===== src/rtl/clk_div_ctrl_if.sv =====
// Ratio configuration port for clk_div_ctrl: valid/ready request plus error strobe.
interface clk_div_ctrl_if #(
    parameter int unsigned CW = 8
);
    logic          cfg_valid;
    logic [CW-1:0] cfg_div;
    logic          cfg_ready;
    logic          cfg_err;

    modport master (
        output cfg_valid,
        output cfg_div,
        input  cfg_ready,
        input  cfg_err
    );

    modport slave (
        input  cfg_valid,
        input  cfg_div,
        output cfg_ready,
        output cfg_err
    );
endinterface


===== src/rtl/clk_div_ctrl.sv =====
// Run/stop controller for a programmable integer clock divider.
// Produces a divided strobe (div_out) and a last-cycle-of-period tick; new
// ratios are buffered and only take effect at a period boundary.
module clk_div_ctrl #(
    parameter int unsigned CW          = 8,
    parameter int unsigned DEFAULT_DIV = 2
) (
    input  logic            clk,
    input  logic            rst,
    input  logic            start,
    input  logic            stop,
    clk_div_ctrl_if.slave   cfg,
    output logic            div_out,
    output logic            tick,
    output logic            busy
);

    typedef enum logic [1:0] {
        IDLE,
        RUN,
        STOPPING
    } state_t;

    localparam logic [CW-1:0] C_ONE = CW'(1);
    localparam logic [CW-1:0] C_TWO = CW'(2);
    localparam logic [CW-1:0] C_DEF = CW'(DEFAULT_DIV);

    state_t        r_state;
    logic [CW-1:0] r_cnt;
    logic [CW-1:0] r_cur_div;
    logic [CW-1:0] r_pend_div;
    logic          r_pend_vld;
    logic          r_div_out;
    logic          r_cfg_err;

    state_t        w_state_nxt;
    logic [CW-1:0] w_cnt_nxt;
    logic [CW-1:0] w_cur_div_nxt;
    logic [CW-1:0] w_pend_div_nxt;
    logic          w_pend_vld_nxt;
    logic          w_div_out_nxt;
    logic [CW-1:0] w_half;
    logic          w_hs;
    logic          w_bad;
    logic          w_boundary;

    // Next-state, counter, ratio-buffer and output-pattern computation
    always_comb begin
        w_state_nxt    = r_state;
        w_cnt_nxt      = r_cnt;
        w_cur_div_nxt  = r_cur_div;
        w_pend_div_nxt = r_pend_div;
        w_pend_vld_nxt = r_pend_vld;

        w_hs       = cfg.cfg_valid && !r_pend_vld;
        w_bad      = w_hs && (cfg.cfg_div < C_TWO);
        w_boundary = (r_state != IDLE) && (r_cnt == (r_cur_div - C_ONE));

        case (r_state)
            IDLE: begin
                w_cnt_nxt = '0;
                if (start) begin
                    w_state_nxt = RUN;
                end
            end
            RUN: begin
                // stop wins over a simultaneous start
                if (stop) begin
                    w_state_nxt = STOPPING;
                end
                w_cnt_nxt = w_boundary ? '0 : r_cnt + C_ONE;
            end
            STOPPING: begin
                // start cancels the stop and lets the period run on
                if (start) begin
                    w_state_nxt = RUN;
                end else if (w_boundary) begin
                    w_state_nxt = IDLE;
                end
                w_cnt_nxt = w_boundary ? '0 : r_cnt + C_ONE;
            end
            default: begin
                w_state_nxt = IDLE;
                w_cnt_nxt   = '0;
            end
        endcase

        // A ratio left pending when STOPPING reached IDLE is still committed,
        // so the buffer can never be stranded in IDLE.
        if (r_pend_vld && (w_boundary || (r_state == IDLE))) begin
            w_cur_div_nxt  = r_pend_div;
            w_pend_vld_nxt = 1'b0;
        end

        // Handshake and commit are exclusive: accept needs pend_vld=0
        if (w_hs && !w_bad) begin
            if (r_state == IDLE) begin
                w_cur_div_nxt = cfg.cfg_div;
            end else begin
                w_pend_div_nxt = cfg.cfg_div;
                w_pend_vld_nxt = 1'b1;
            end
        end

        // High phase length is ceil(N/2)
        w_half        = (w_cur_div_nxt >> 1) + CW'(w_cur_div_nxt[0]);
        w_div_out_nxt = (w_state_nxt != IDLE) && (w_cnt_nxt < w_half);
    end

    // Controller state and registered outputs
    always_ff @(posedge clk or negedge rst) begin
        if (!rst) begin
            r_state    <= IDLE;
            r_cnt      <= '0;
            r_cur_div  <= C_DEF;
            r_pend_div <= '0;
            r_pend_vld <= 1'b0;
            r_div_out  <= 1'b0;
            r_cfg_err  <= 1'b0;
        end else begin
            r_state    <= w_state_nxt;
            r_cnt      <= w_cnt_nxt;
            r_cur_div  <= w_cur_div_nxt;
            r_pend_div <= w_pend_div_nxt;
            r_pend_vld <= w_pend_vld_nxt;
            r_div_out  <= w_div_out_nxt;
            r_cfg_err  <= w_bad;
        end
    end

    assign cfg.cfg_ready = !r_pend_vld;
    assign cfg.cfg_err   = r_cfg_err;
    assign div_out       = r_div_out;
    assign tick          = w_boundary;
    assign busy          = (r_state != IDLE);

endmodule


===== src/flat_wrapper.sv =====
// flat-port wrapper written by rule: the top's interface ports become plain ports
module clk_div_ctrl_flat 
#(
    parameter int unsigned CW          = 8,
    parameter int unsigned DEFAULT_DIV = 2
)
  (clk, rst, start, stop, div_out, tick, busy, cfg_cfg_valid, cfg_cfg_div, cfg_cfg_ready, cfg_cfg_err);
  clk_div_ctrl_if #(.CW(CW)) cfg_i ();
  input  logic clk;
  input  logic rst;
  input  logic start;
  input  logic stop;
  output logic div_out;
  output logic tick;
  output logic busy;
  input wire logic [$bits(cfg_i.cfg_valid)-1:0] cfg_cfg_valid;
  input wire logic [$bits(cfg_i.cfg_div)-1:0] cfg_cfg_div;
  output wire logic [$bits(cfg_i.cfg_ready)-1:0] cfg_cfg_ready;
  output wire logic [$bits(cfg_i.cfg_err)-1:0] cfg_cfg_err;
  assign cfg_i.cfg_valid = cfg_cfg_valid;
  assign cfg_i.cfg_div = cfg_cfg_div;
  assign cfg_cfg_ready = cfg_i.cfg_ready;
  assign cfg_cfg_err = cfg_i.cfg_err;
  clk_div_ctrl #(.CW(CW), .DEFAULT_DIV(DEFAULT_DIV)) u_core (.clk(clk), .rst(rst), .start(start), .stop(stop), .cfg(cfg_i), .div_out(div_out), .tick(tick), .busy(busy));
endmodule

===== config.mk =====
export PLATFORM = sky130hd
export DESIGN_NAME = clk_div_ctrl_flat
export DESIGN_NICKNAME = d
export VERILOG_FILES = /design/src/rtl/clk_div_ctrl_if.sv /design/src/rtl/clk_div_ctrl.sv /design/src/flat_wrapper.sv
export SDC_FILE = /design/constraint.sdc
export NUM_CORES = 1
export LEC_CHECK = 0
export CAP_MARGIN = 20
export CORE_ASPECT_RATIO = 1.5
export CORE_MARGIN = 3
export CORE_UTILIZATION = 45
export DETAILED_ROUTE_END_ITERATION = 7
export GPL_TIMING_DRIVEN = 0
export SETUP_SLACK_MARGIN = 0.5
export SLEW_MARGIN = 10
export SYNTH_ARGS = -nofsm -noshare
export SYNTH_HDL_FRONTEND = slang
export SYNTH_SLANG_ARGS = --single-unit

===== constraint.sdc =====
create_clock -name clk -period 6.5 [get_ports clk]
set_input_delay 0.65 -clock clk [delete_from_list [all_inputs] [get_ports clk]]
set_output_delay 0.65 -clock clk [all_outputs]
set_load 0.02 [all_outputs]

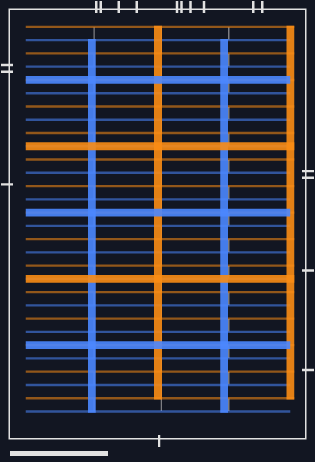
*Supply network*
Bar = 20 µm. Pins as bars on the die edge. Tap cells in gray.
legend:
  VSS:
    color: blue
  VDD:
    color: orange
met4 straps: 4
met1 rails: 30
signal pins: 18
rows: 29
met5 straps: 5
placeable core area: 0.00428 mm²
Vert. Die Dim: 87.8 µm
highest ir drop seen on vdd: 0.000256 V
horizontal die dimension: 60.5 µm

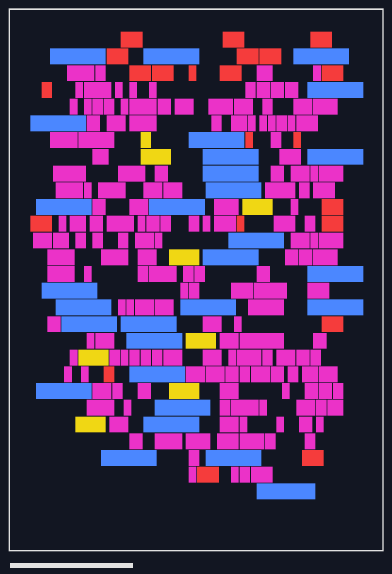
*Placement by cell class*
Bar = 20 µm.
legend:
  flops:
    color: blue
    cells: 29
  other buffers and delay cells:
    color: red
    cells: 22
  combinational and other logic:
    color: magenta
    cells: 173
  clock drivers and dummy loads:
    color: yellow
    cells: 8
flip-flop and latch share of the layout cell area: 31.2%
core utilization of the finished layout: 54.4%
placement row count: 29
final standard cell area without fillers: 0.00233 mm²

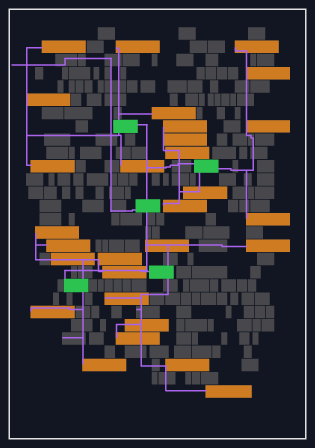
*Clock distribution*
legend:
  clock drivers:
    color: green
    count: 5
  clock wires:
    color: purple
    length: 442 µm
  flip-flops:
    color: orange
    count: 29
routed clock nets: 6
share of total power in the clock network: 14.2%
Clock Skew: 0.00622 ns

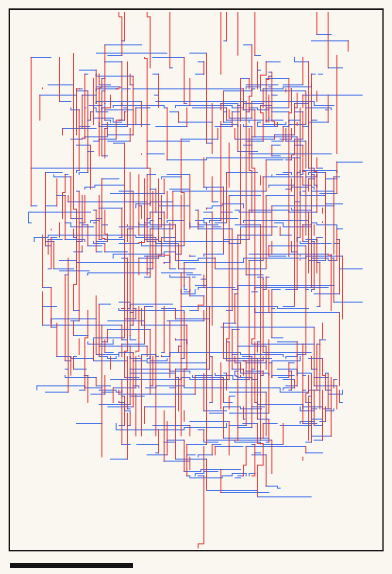
*Metal layers overlaid*
Bar = 20 µm. Only two layers are drawn.
legend:
  metal 1:
    color: blue
    wire_length: 1950 µm
  metal 2:
    color: red
    wire_length: 2460 µm
final routed wire length divided by cell count: 16.9 µm
vias after detailed routing: 1656
overall fraction of global-route tracks in use: 18.9%
final WL: 4700 µm

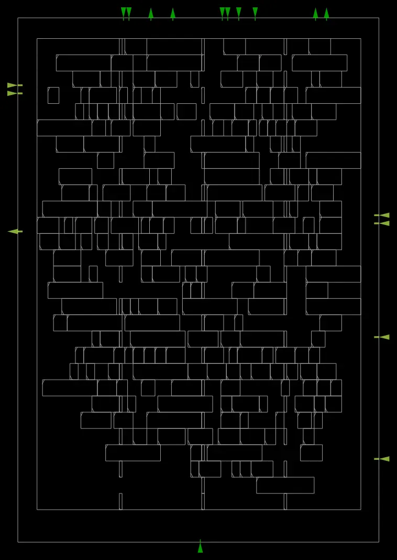
*Cell outlines without signal wires*
flip-flop and latch count: 29
fillers: 404

==> Changelog: implementation <==
## Implementation

- Outcome: completed
- Total CTS buffers: 5
- DRC violation total after the first TritonRoute iteration: roughly 80
- Pwr Total: 1.16 mW
- Met2 wire length: 2460 µm
- Global routing met3 resource utilization: 3.83%
- Inverters excl. clock: 10
- Mean post-synth cell area: around 9.7 µm²
- Worst R2R End: u_core.div_out$_DFF_PN0_
- Number of logic gates: 163
- Final setup violation count: 0
- Buffer levels on the longest clock path: 2
- Final Wtd Congestion: 0.880
- Main logic family after synthesis: simple AND/OR/NAND/NOR gates
- H-Tree Depth: 2
- Combinational Power Share: 57.8%
- Flop-to-flop setup slack: 2.24 ns
- Total area of sequential cells: between 700 and 800 µm²
- First-pass iteration count of the detailed router: 4
- DRT antenna net count: 0
- Clk power: 0.166 mW
- Residual DRC: 0
- Final critical path time including I/O delays and setup: 4.61 ns
- Post-synth ARST share: 100%
- Synth Flop Type: sky130_fd_sc_hd__dfrtp_1
- Latency at later pin: 0.28 ns
- Total count of hold-check failures in the final report: 0
- Data required time at the worst endpoint: 6.69 ns
- Top cell area share: about a third
- Bufs and invs on worst path: 3
- HPWL reported at the end of detailed placement: 3720 µm
- Post-synthesis cell type count: 43
- Syn Inst Count: 207
- Number of clock buffers in the layout: 7
- Area of the multi-input gates: about 0.0012 mm²
- Port Buf Inserts: 17
- Met3 wire length: 129 µm
- Number of cells in the yosys synthesis report: ~210
- Vias in the first global route: 1655
- Share of total power in sequential cells: ~28%
- Final cycle utilization of the critical path: around 71%
- Transition at the pin with the smallest max-transition slack: roughly 0.8 ns
- Summed instance area of the synthesized netlist: 0.00201 mm²
- Max FO, Critical Path: 10
- Final-report max-slew violation count: 0
- Largest cells by area: sky130_fd_sc_hd__dfrtp_1 35%, sky130_fd_sc_hd__ha_1 10%, sky130_fd_sc_hd__xor2_1 5.7%, sky130_fd_sc_hd__mux2i_1 4.5%, sky130_fd_sc_hd__mux2_2 4.5%
- Final total negative setup slack: 0 ns
- Area added between synthesis and finish: 16.1%
- Switching Share: between 40% and 50%
- Worst setup path endpoint: u_core.div_out$_DFF_PN0_
- Share of the synthesized netlist area taken by xor and xnor gates: 8.73%
- Worst-path cell with the longest stage delay: sky130_fd_sc_hd__nor4_1
- GR met1 Demand/Resource: 21.9%
- Worst setup startpoint: cfg_cfg_div[5]
- Post-Route M1 WL: slightly below 2000 µm
- Unrepaired setup endpoints after global routing: no
- Leak Pwr: 1.03 nW
- Maximum number of pins on one net before global-route repair: 30
- Signal arrival time at the worst endpoint: 4.80 ns
- Complex-gate fraction of the synthesized area: 14.3%
- Top layer used by detailed routing: met4
- Cell type with the highest occurrence count on the critical path: sky130_fd_sc_hd__a21oi_1
- Fraction of final layout cells sized beyond drive strength 1: 12.5%
- Initial Utilization: 46.9%
- Number of warnings reported in the yosys synthesis log: 0
- Most used routing layer: met2
- Pre-CTS worst setup slack: 1.67 ns
- Top flop regs: u_core.r_cnt (8), u_core.r_cur_div (8), u_core.r_pend_div (8)
- Startpoint kind of the worst setup timing path: input port
- Most frequent cell after synthesis: sky130_fd_sc_hd__dfrtp_1
- Most frequent logic cell in the layout: sky130_fd_sc_hd__dfrtp_1
- Relative slew slack: 46.3%
- Number of antenna violations at the first check in global routing: 0
- Top cell class by occupied area: logic gates
- Sequential logic power: around 0.33 mW
- Post-Place Cell Area: around 0.0022 mm²
- Remaining Overflow, GRT: 0
- Internal power summed over all cells: 0.640 mW
- Nets: 260
- Portion of the layout cell area used by non-clock buffers: 7.94%
- Maximum frequency from static timing analysis: 217 MHz
- Final worst setup slack: 1.89 ns
- Crit path depth: 19
- Logic power comb: about 0.67 mW
- Buffers outside the clock class: 22
- Number of maximum-capacitance violations: 0
- Post-synth top cells: 28 x sky130_fd_sc_hd__dfrtp_1, 19 x sky130_fd_sc_hd__nor2_1, 16 x sky130_fd_sc_hd__ha_1
- Biggest consumer: combinational logic
- Family with the most delay on the worst path: AND-OR/OR-AND gates
- Adders+Majority by Area: 9.98%
- Proportion of cell area occupied by multi-input gates: 52.4%
- Beginning of the worst register-to-register path: u_core.r_cur_div[1]$_DFF_PN1_
- Post-synthesis mux area share: 9.66%
- Path type of the worst min-delay path: in -> async
- Area enclosed by the die boundary: 0.00531 mm²
- Most frequently placed logic cells in the final layout: 28 x sky130_fd_sc_hd__dfrtp_1, 19 x sky130_fd_sc_hd__nor2_1, 16 x sky130_fd_sc_hd__ha_1, 16 x sky130_fd_sc_hd__clkdlybuf4s50_1, 13 x sky130_fd_sc_hd__xor2_1
- Clock root buffer master: sky130_fd_sc_hd__clkbuf_8
- Post-CTS resize count: 0
- Synth area leader: sky130_fd_sc_hd__dfrtp_1
- Net switching power: 0.523 mW
- Number of vias per cell: 5.96
- Top-level I/O count: 18
- OpenROAD warnings: 30
- Cell Count Post-Placement: about 270
- Final-layout worst hold slack: approximately 0.4 ns
- Inserted tap cell count: 46
- Largest stage delay on the critical path: approximately 0.57 ns
- Pwr dens: approximately 500 mW/mm²
- Post-CTS setup-driven buffer insertion count: 0
- Cell chain of the critical path: clkdlybuf4s50_1 -> nor4_1 -> nand2_1 -> nand3_1 -> clkbuf_1 -> clkbuf_1 -> nor2_1 -> a21oi_1 -> ha_1 -> o21ai_0 -> a21oi_1 -> nand2_1 -> xor2_1 -> ha_1 -> a21oi_1 -> nor2b_1 -> o21ai_0 -> o211ai_1 -> a221oi_2
- Flip-flops with a built-in enable: 0
- Final Instance Count excl. Fillers: about 280
- Global-route met2 utilization: between 30% and 40%
- Depth of the worst register-to-register path: 20
- Antenna diode instance count: 0
- CTS tree: done
- Final clock-cell share: 4.35%
- TritonCTS sink count: 29
- Critical path class: in -> reg
- Area fraction in and, or, nand and nor cells: 18.2%
- Synthesized netlist net count: 236
- Register share after synthesis: approximately 36%
- Register bit total from synthesis: 29
- Worst Setup End Kind: flip-flop
- First-pass GRT wire length: 7430 µm
- Area figure in the yosys stat output: between 0.002 and 0.0025 mm²
- Clk pin slew, worst setup/hold paths: 0.07 ns
- CTS hold repair buffers: 0
Power is estimated from default activity; no workload was simulated.
